[config.mk]
export PLATFORM = sky130hd
export DESIGN_NAME = fd_inst_queue
export DESIGN_NICKNAME = d
export VERILOG_FILES = /design/src/rtl/fd_pkg.sv /design/src/rtl/fd_fifo_mem.sv /design/src/rtl/fd_inst_queue.sv
export SDC_FILE = /design/constraint.sdc
export NUM_CORES = 1
export LEC_CHECK = 0
export CAP_MARGIN = 20
export CORE_MARGIN = 4
export CORE_UTILIZATION = 45
export CTS_CLUSTER_SIZE = 24
export DETAILED_ROUTE_END_ITERATION = 8
export GPL_TIMING_DRIVEN = 0
export HOLD_SLACK_MARGIN = 0.02
export PLACE_DENSITY = 0.73
export SLEW_MARGIN = 10
export SYNTH_ARGS = -nofsm -noshare
export SYNTH_HDL_FRONTEND = slang
export SYNTH_SLANG_ARGS = --single-unit
[constraint.sdc]
create_clock -name clk -period 11.7 [get_ports clk]
set_input_delay 1.17 -clock clk [delete_from_list [all_inputs] [get_ports clk]]
set_output_delay 1.17 -clock clk [all_outputs]
set_load 0.01 [all_outputs]
[src/rtl/fd_pkg.sv]
// Shared types and constants for the fetch-to-decode instruction queue.
// Latency: n/a (types, constants and a pure length helper only).
// Backpressure: n/a.
package fd_pkg;

    localparam int INST_W = 48;
    localparam int PC_W   = 32;

    localparam logic [2:0] FIXED_LEN = 3'd4;
    localparam logic [2:0] MAX_LEN   = 3'd6;

    typedef struct packed {
        logic [INST_W-1:0] inst;
        logic [PC_W-1:0]   pc;
        logic [PC_W-1:0]   next_pc;
        logic              mode;
    } fd_entry_t;

    // Fixed-length ISA is always 4 bytes. Variable-length entries never straddle
    // a redirect, so the low bits of the PC delta are the true byte length.
    function automatic logic [2:0] inst_len(input fd_entry_t e);
        logic [PC_W-1:0] diff;
        diff = e.next_pc - e.pc;
        return e.mode ? diff[2:0] : FIXED_LEN;
    endfunction

endpackage

[src/rtl/fd_fifo_mem.sv]
// Register-array storage for queue entries: one write port, one async read port.
// Latency: write visible on the read port the cycle after the write edge.
// Backpressure: none; the owner decides when we is asserted. Data is not reset.
module fd_fifo_mem
    import fd_pkg::*;
#(
    parameter int DEPTH = 4,
    parameter int AW    = $clog2(DEPTH)
) (
    input  logic            clk,
    input  logic            we,
    input  logic [AW-1:0]   waddr,
    input  fd_entry_t       wdata,
    input  logic [AW-1:0]   raddr,
    output fd_entry_t       rdata
);

    fd_entry_t mem_q [DEPTH];
    fd_entry_t mem_d [DEPTH];

    // Next contents: hold everything, overwrite the addressed slot on a write.
    always_comb begin
        mem_d = mem_q;
        if (we) begin
            mem_d[waddr] = wdata;
        end
    end

    // Storage register; payload needs no reset since occupancy lives in the top.
    always_ff @(posedge clk) begin
        mem_q <= mem_d;
    end

    assign rdata = mem_q[raddr];

endmodule

[src/rtl/fd_inst_queue.sv]
// Fetch-to-decode instruction queue (circular buffer); FD_QUEUE_BYPASS_EN adds an empty-queue bypass.
// Latency: 1 cycle push-to-d_valid; 0 cycles when the bypass is enabled and the queue is empty.
// Backpressure: q_full (registered count only) stalls fetch; flush drops all contents next edge.
module fd_inst_queue
    import fd_pkg::*;
#(
    parameter int DEPTH = 4
) (
    input  logic                         clk,
    input  logic                         reset,
    input  logic                         f_valid,
    input  logic [INST_W-1:0]            f_inst,
    input  logic [PC_W-1:0]              f_pc,
    input  logic [PC_W-1:0]              f_next_inst_pc,
    input  logic                         f_mode,
    input  logic                         flush,
    output logic                         q_full,
    output logic [$clog2(DEPTH+1)-1:0]   q_count,
    output logic                         d_valid,
    input  logic                         d_ready,
    output logic [INST_W-1:0]            d_inst,
    output logic [PC_W-1:0]              d_pc,
    output logic [PC_W-1:0]              d_next_pc,
    output logic                         d_mode,
    output logic [2:0]                   d_len
);

    localparam int PTR_W = $clog2(DEPTH);
    localparam int CNT_W = $clog2(DEPTH + 1);

    logic [PTR_W-1:0] wr_ptr_q, wr_ptr_d;
    logic [PTR_W-1:0] rd_ptr_q, rd_ptr_d;
    logic [CNT_W-1:0] count_q,  count_d;

    fd_entry_t f_entry;
    fd_entry_t rd_entry;
    fd_entry_t head;
    logic      empty;
    logic      byp_vld;
    logic      byp_take;
    logic      head_vld;
    logic      push;
    logic      pop;
    logic      wr_en;
    logic      rd_adv;

    assign f_entry = '{inst: f_inst, pc: f_pc, next_pc: f_next_inst_pc, mode: f_mode};
    assign empty   = (count_q == '0);
    assign q_full  = (count_q == CNT_W'(DEPTH));
    assign q_count = count_q;

    fd_fifo_mem #(
        .DEPTH (DEPTH)
    ) u_mem (
        .clk   (clk),
        .we    (wr_en),
        .waddr (wr_ptr_q),
        .wdata (f_entry),
        .raddr (rd_ptr_q),
        .rdata (rd_entry)
    );

    // Head selection and handshake qualification. A bypassed entry that decode
    // takes immediately never touches storage, so neither pointer moves.
    always_comb begin
        byp_vld  = 1'b0;
`ifdef FD_QUEUE_BYPASS_EN
        byp_vld  = empty & f_valid & ~flush;
`endif
        head_vld = ~empty | byp_vld;
        head     = byp_vld ? f_entry : rd_entry;
        push     = f_valid & ~q_full & ~flush;
        pop      = head_vld & d_ready & ~flush;
        byp_take = byp_vld & d_ready;
        wr_en    = push & ~byp_take;
        rd_adv   = pop & ~byp_take;
    end

    // Pointer/count update; flush wins over any concurrent push or pop.
    always_comb begin
        wr_ptr_d = wr_ptr_q;
        rd_ptr_d = rd_ptr_q;
        count_d  = count_q;
        if (flush) begin
            wr_ptr_d = '0;
            rd_ptr_d = '0;
            count_d  = '0;
        end else begin
            if (wr_en) begin
                wr_ptr_d = wr_ptr_q + PTR_W'(1);
            end
            if (rd_adv) begin
                rd_ptr_d = rd_ptr_q + PTR_W'(1);
            end
            case ({wr_en, rd_adv})
                2'b10:   count_d = count_q + CNT_W'(1);
                2'b01:   count_d = count_q - CNT_W'(1);
                default: count_d = count_q;
            endcase
        end
    end

    // Occupancy state; reset discards contents unconditionally.
    always_ff @(posedge clk) begin
        if (reset) begin
            wr_ptr_q <= '0;
            rd_ptr_q <= '0;
            count_q  <= '0;
        end else begin
            wr_ptr_q <= wr_ptr_d;
            rd_ptr_q <= rd_ptr_d;
            count_q  <= count_d;
        end
    end

    // Decode-side outputs are forced to zero whenever no head is presented.
    always_comb begin
        d_valid   = head_vld;
        d_inst    = '0;
        d_pc      = '0;
        d_next_pc = '0;
        d_mode    = 1'b0;
        d_len     = '0;
        if (head_vld) begin
            d_inst    = head.inst;
            d_pc      = head.pc;
            d_next_pc = head.next_pc;
            d_mode    = head.mode;
            d_len     = inst_len(head);
        end
    end

endmodule
**Run 1: power grid**

Scale: 2 px per µm. Pins as bars on the die edge.
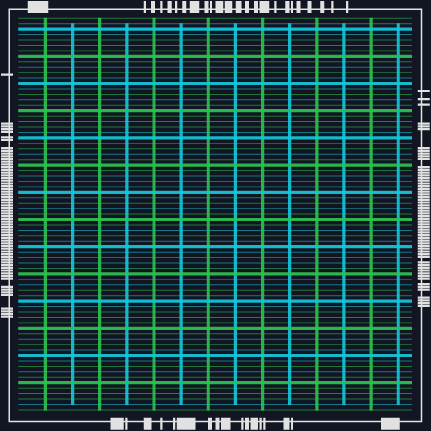
- green: VSS
- cyan: VDD
- met5 straps: 14
- met4 straps: 14
Die Ht: 205 µm
die width: 205 µm

**Run 1: cells colored by class**

Scale: 1.5 px per µm. Fill, decap, tap and diode cells in gray.
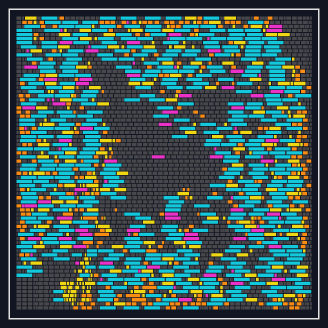
- cyan: flip-flops (cells 459)
- yellow: all other logic (cells 280)
- magenta: clock drivers and dummy loads (cells 85)
- orange: other buffers and delay cells (cells 285)
flop share of the area: 61.5%
FP Rows: 72
final core utilization: 57.8%
CORE AREA: 38600 µm²

==> metrics.cfg, run 1 <==
[final_timing]
relSlewSlack_pct=37.6
final_hold_viol_count=0
min_period_ns=5.12
tns_ns=0
rsz0062_at_grt=no
max_freq_mhz=195
worst_pin_slew_ns=0.935
setup_violations=0
report.final.slew_viol_count=0
fin_crit_sh_pct=43.7

[drt]
met2_length_mm=18.2
drtIter0Drc=506
viasPerCell=5.19
ant_nets=0
first_pass_iters=5
drc_errors=0
wl_met1_mm=14.7
top_layer=met5
wl_mm=36.3
wl_met3_mm=2.73
dr_total_vias=8444

[yosys]
syn_area_um2=17500
async_reset_ff_share_pct=0
edf_count=452
syn-instance-count=778
synthFlopType=edfxtp_1
synth-area-yosys_um2=17500
syn-num-nets=904
netlist.area_leader.share_pct=77.4
synthDistinctLibCells=25
common_cells=edfxtp_1 (452), and2_1 (115), mux4_2 (113)
yosysTopAreaCell=edfxtp_1
area_leaders=edfxtp_1 (77%), mux4_2 (15%), and2_1 (4.1%)
ys_seq_share_pct=78.2
ys.flops=459
ys_cells=778
synth.most_common_cell=edfxtp_1
avgSynthCellArea_um2=22.5
ys_warn_count=0

[power_and_ir_drop]
sequentialPower_mw=1.84
p_comb_share_pct=4.7
pg_comb_mw=0.163
totalPowerFinal_mw=3.45
p_int_mw=2.79
p_switching_mw=0.660
sw_frac_of_total_pct=19.1
power.group.top=sequential cells
p_seq_share_pct=53.3
pwr_density_cell_nw_per_um2=155
p_leak_nw=7.06
vdd_drop_max_mv=0.133

[worst_setup_path]
reg2reg_from=q_count[2]
r2r-end=q_count[2]
cp-endpoint=d_len[2]
crit_start=rd_ptr_q[0]
cp.arrival_ns=3.95
worstPathMaxFanout=10
timing.reg2reg.setup_slack_ns=9.21
critPathCaptureType=output pin
crit_type=flop to output pin
cp-start-kind=flop
required_ns=10.53
ff2ff_path_depth=10

[final_layout]
lay_top_count=edfxtp_1
comb_area_um2=3590
final_cell_mix=edfxtp_1 (452), clkdlybuf4s50_1 (238), mux4_2 (113)
nets=1199
antennaDiodeCount=0
area.growth.synth_to_final_pct=27.1
layout-drive-gt1-share_pct=18.8
flop_area_um2=13700
fill_cells=2907

[hold_path]
worstHoldStart=wr_ptr_q[0]
holdPathStages=2
hold_path_class=flop to flop
hold_end=wr_ptr_q[0]

[global_routing]
grt_use_met3_pct=4.93
grt_antenna_before_repair=1
grt_pass1_wl_mm=54.8
top_usage_layer=met2
grt_pass1_vias=9181
grt_max_degree=50
grtUsageMet1_pct=22.7
grt_overflow=0
use_met2_pct=28.6

[clocking]
cts_made_buffers=47
cts_tree=done
hold_buffers=0
clk_pin_slew_ns=0.06
cts_resized=0
clock_path_buffers=3
clock-root-buffer=clkbuf_16
cts.sinks=459
post_cts_buffers=0
htree_levels=2

[job]
warnings=29
maxCapViolCount=0

[floorplan]
initial_core_util_pct=45.5
fp.dieArea_um2=42200
io_pins=239

[outcome]
status=finished, final reports clean

[placed_design]
io_buffer_count=238
dpl.hpwl_mm=23.1
gp_congestion=0.681

**Run 1: clock network drawn from the DEF**

Scale: 3 px per µm.
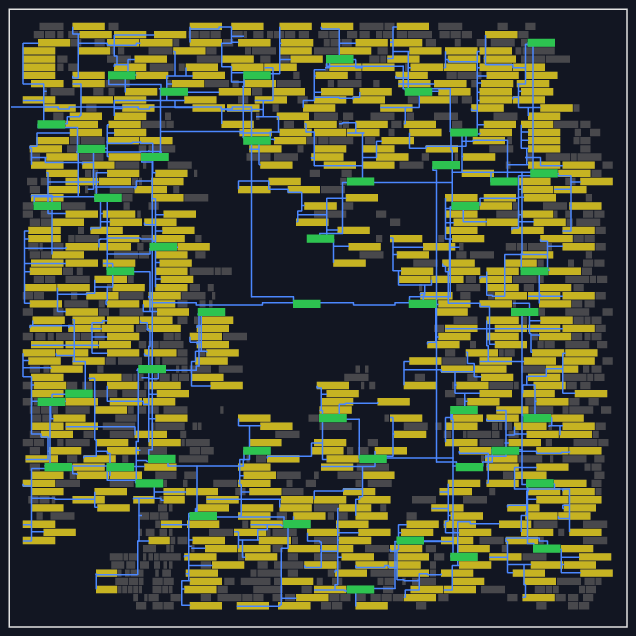
- yellow: flip-flops (count 459)
- blue: clock wires (length 5040 µm)
- green: cells driving clock nets (count 47)
- routed clock nets: 48
clock-net power: 1.45 mW
Clk pwr share: 42.0%
clk_skew: 0.0114 ns
worst skew pair latency: 0.56 ns

**Run 1: signal wires by layer**

Scale: 2 px per µm. Only two layers are drawn.
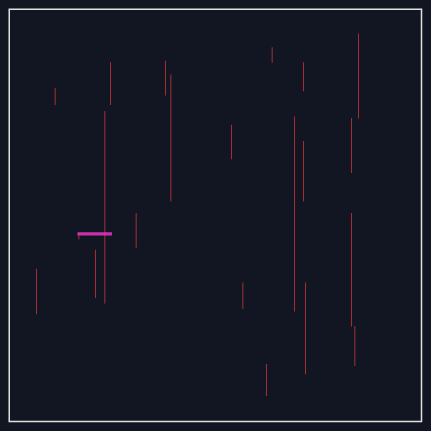
- red: met4 (wire length 657 µm)
- magenta: met5 (wire length 15.6 µm)
Total GRT Usage: 17.3%
wire per inst: 22.3 µm

==> run 1: metrics by stage <==
step | utilization (%) | instance area, µm² | setup slack [ns] | hold slack (ns) | instances
3_3_place_gp | 53.3 | 20600 | 4.16 | 0.522 | 1534
6_report | 57.8 | 22300 | 6.58 | 0.521 | 1627
4_1_cts | 57.8 | 22300 | 6.44 | 0.523 | 1627
2_1_floorplan | - | 17500 | 7.04 | 0.484 | 778
5_1_grt | 57.8 | 22300 | 6.32 | 0.546 | 1627
3_5_place_dp | 53.9 | 20800 | 7.08 | 0.516 | 1542
==> run 1: cell type report <==
| class | count | area share, % |
|---|---|---|
| buffer | 39 | 0.893 |
| clock buffer | 57 | 5.64 |
| clock inverter | 28 | 1.13 |
| inverter | 12 | 0.202 |
| multi-input combinational | 268 | 16.1 |
| sequential | 459 | 61.5 |
| tap | 518 | 2.91 |
| timing repair buffer | 246 | 11.6 |
==> run 1: state kept, by name (all words and copies together), names as in the netlist <==
name and flops:
q_count 3, rd_ptr_q 2, u_mem.mem_q 452, wr_ptr_q 2
==> run 1: worst max-delay path, stage by stage, from the launching register on <==
cell,delay (ns)
dfxtp_1,0.32
buf_6,0.17
buf_4,0.27
buf_4,0.28
mux4_2,0.53
inv_1,0.11
ha_1,0.15
inv_1,0.06
fa_1,0.41
xor3_1,0.36
a21oi_1,0.15
clkdlybuf4s50_1,0.59
==> run 1: logic make-up after synthesis <==
family	count (synthesis)	synth area share [%]
adder cells (fa/ha/maj)	8	0.656
AND-OR/OR-AND	10	0.321
XOR/XNOR	5	0.335
AND/OR/NAND/NOR	132	4.58
flip-flops	459	78.2
multiplexers	113	14.5
buffers and inverters	51	1.39
**Run 1: placement view**

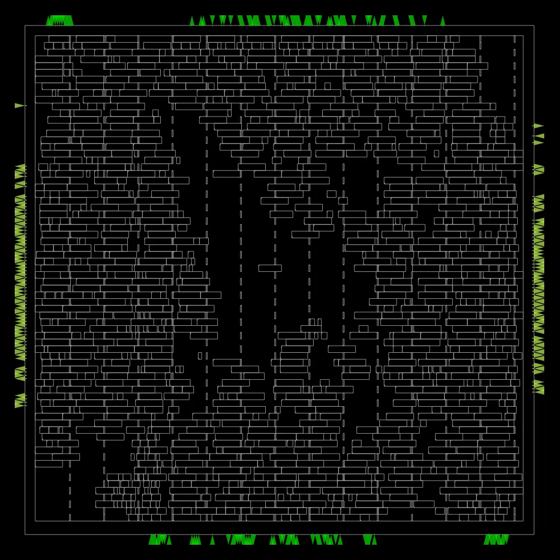

--- run 2 (diff from run 1) ---
PLACE_DENSITY = 0.75   (was 0.73)
clock period = 4.17 ns   (was 11.7 ns; I/O delays follow)
**Run 2: placement view**

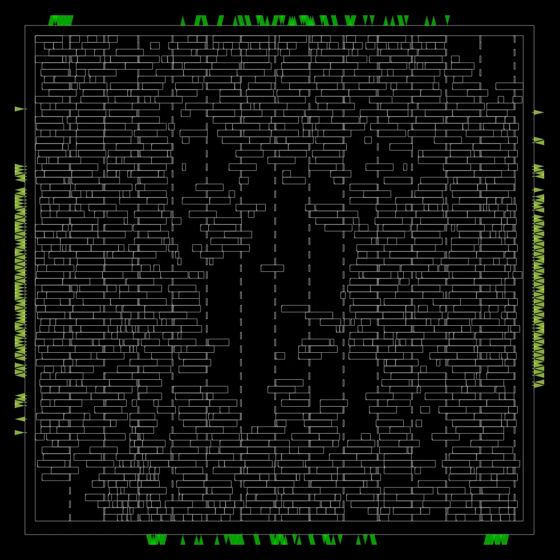
final core utilization: 58.3%
flip-flops: 459

**Run 2: signal wires by layer**

Scale: 2 px per µm. Only two layers are drawn.
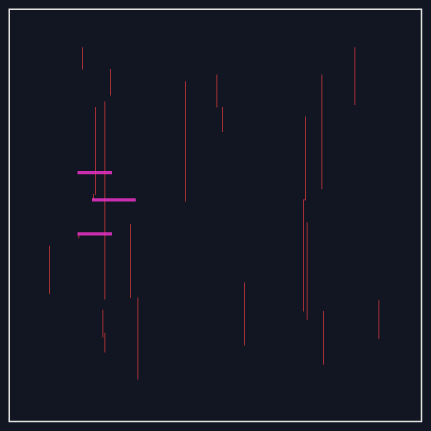
- red: met4 (wire length 693 µm)
- magenta: met5 (wire length 51.5 µm)
DR vias: 8526
Total GRT Usage: 17.3%
Routed WL: 36.5 mm
wire per inst: 22.4 µm

==> run 2 against run 1 <==
Compared with the run above: sequential power rose to 2.8 times the previous value; largest power group unchanged; largest cell class unchanged; sequential share of layout area down 0.55 points; utilization up 0.52 points; count of clock-buffer cells in the layout up 1.
==> metrics.cfg, run 2 <==
[outcome]
status=finished, final reports clean

[clocking]
cts_made_buffers=48
clk_pin_slew_ns=0.06
clock_path_buffers=3
post_cts_buffers=0
cts_resized=2
cts_tree=done
clock-root-buffer=clkbuf_16
cts.sinks=459
hold_buffers=0
htree_levels=2
clock_latency_ns=0.56

[final_layout]
layout-drive-gt1-share_pct=19.5
top_register=u_mem.mem_q
area.growth.synth_to_final_pct=28.2
postLayoutCellArea_um2=22500
final_cell_mix=edfxtp_1 (452), clkdlybuf4s50_1 (237), mux4_2 (113)
nets=1199
largest_register_ffs=452
lay_top_count=edfxtp_1
stdcell_count=1629

[yosys]
edf_count=452
post_synth_ao_oa_area_fraction_pct=0.321
area_leaders=edfxtp_1 (77%), mux4_2 (15%), and2_1 (4.1%)
yosysTopAreaCell=edfxtp_1
ys.flops=459
async_reset_ff_share_pct=0
ys_warn_count=0
synth.most_common_cell=edfxtp_1
synthDistinctLibCells=25
avgSynthCellArea_um2=22.5
synthFlopType=edfxtp_1
common_cells=edfxtp_1 (452), and2_1 (115), mux4_2 (113)
synth-xor-area-share_pct=0.335
syn-num-nets=904
ys_seq_share_pct=78.2
synth-simple-area-share_pct=4.58
syn_area_um2=17500
netlist.area_leader.share_pct=77.4
syn-instance-count=778
ys_cells=778
synth-area-yosys_um2=17500
ys_sh_mux_pct=14.5
ys_sh_adder_pct=0.656
top_logic_kind=multiplexers

[worst_setup_path]
cp-start-kind=flop
crit_start=q_count[2]
worst_path_max_delay_cell=clkbuf_1
ff2ff_path_depth=10
crit_cells=6
worstPathCellList=nor3_1, inv_1, clkbuf_1, clkbuf_1, and2_1, clkdlybuf4s50_1
max_stage_delay_ns=0.70
path_buffers=4
crit_family=buffers and inverters
reg2reg_from=q_count[2]
critPathCaptureType=output pin
worstPathMaxFanout=10
r2r-end=q_count[2]
timing.reg2reg.setup_slack_ns=1.63
cp_common_cell=clkbuf_1
cp-endpoint=d_pc[2]
crit_type=flop to output pin
cp.arrival_ns=3.42
required_ns=3.75

[final_timing]
worst_pin_slew_ns=0.892
setup_violations=0
rsz0062_at_grt=no
relSlewSlack_pct=40.5
report.final.slew_viol_count=0
holdWs_ns=0.487
min_period_ns=3.83
fin_crit_sh_pct=91.9
tns_ns=0
fin_ws_ns=0.336
skew_ns=0.0106
max_freq_mhz=261
final_hold_viol_count=0

[drt]
drtIter0Drc=458
drc_errors=0
first_pass_iters=4
ant_nets=0
viasPerCell=5.23

[floorplan]
core_area_um2=38600
initial_core_util_pct=45.5
dieWidth_um=205
die_y_um=205
io_pins=239
fp.dieArea_um2=42200
rows=72

[job]
maxCapViolCount=0
warnings=29

[power_and_ir_drop]
pwr_density_cell_nw_per_um2=449
p_leak_nw=7.16
totalPowerFinal_mw=10.1

[placed_design]
place_area_um2=20800
io_buffer_count=238
dpl.hpwl_mm=23.2
gp_congestion=0.725
placed_cells=1542
pre_cts_slack_ns=0.380

[hold_path]
hold_path_class=input pin to flop

[global_routing]
grt_antenna_before_repair=3
grt_pass1_wl_mm=55.2
grt_pass1_vias=9337
grt_overflow=0
grt_max_degree=51

[run 2: cell counts after synthesis]
No cell type changed its count.
[run 2: worst min-delay path by stage]
stage                                   from                to  slack, ns  depth (start not counted)
after global placement           wr_ptr_q[0]       wr_ptr_q[0]       0.52                          2
after CTS                           f_pc[26]  u_mem.mem_q[285]       0.45                          1
final                     f_next_inst_pc[23]  u_mem.mem_q[137]       0.49                          1
after floorplan                  wr_ptr_q[0]       wr_ptr_q[0]       0.48                          2
after detailed placement         wr_ptr_q[0]       wr_ptr_q[0]       0.52                          2
after global routing      f_next_inst_pc[10]   u_mem.mem_q[11]       0.46                          1
[run 2: cell type report]
class / count / area [µm²]
flip-flops and latches: 459 / 13700
diodes: 1 / 2.50
multi-input cells: 268 / 3590
plain buffers: 38 / 209
inverters: 12 / 45.0
well taps: 518 / 648
fillers: 2861 / 16100
clock buffers: 58 / 1260
repair buffers: 246 / 2610
clock inverters: 29 / 412
[run 2: cells by family (layout without fill, tap and decap cells)]
logic type,Yosys count,in the layout
flops,459,459
compound gates,10,10
fa+ha+maj,8,8
buf+inv,51,383
other cells,0,1
xor+xnor,5,5
simple gates,132,132
mux,113,113
[run 2: layer usage]
layer	vias up	GRT usage [%]	share of wire (%)
li1	3775	-	-
met1	4445	22.6	40
met2	246	28.8	50
met3	54	5.11	7.8
met4	6	4.67	1.9
met5	-	0	0.14
[run 2: power breakdown]
part / total [mW] / switching (mW) / internal [mW] / leakage [nW]
clock network: 4.48 / 1.70 / 2.78 / 0.802
logic: 0.459 / 0.205 / 0.254 / 2.19
registers: 5.16 / 0.0167 / 5.15 / 4.16
Power and IR drop assume default switching activity.
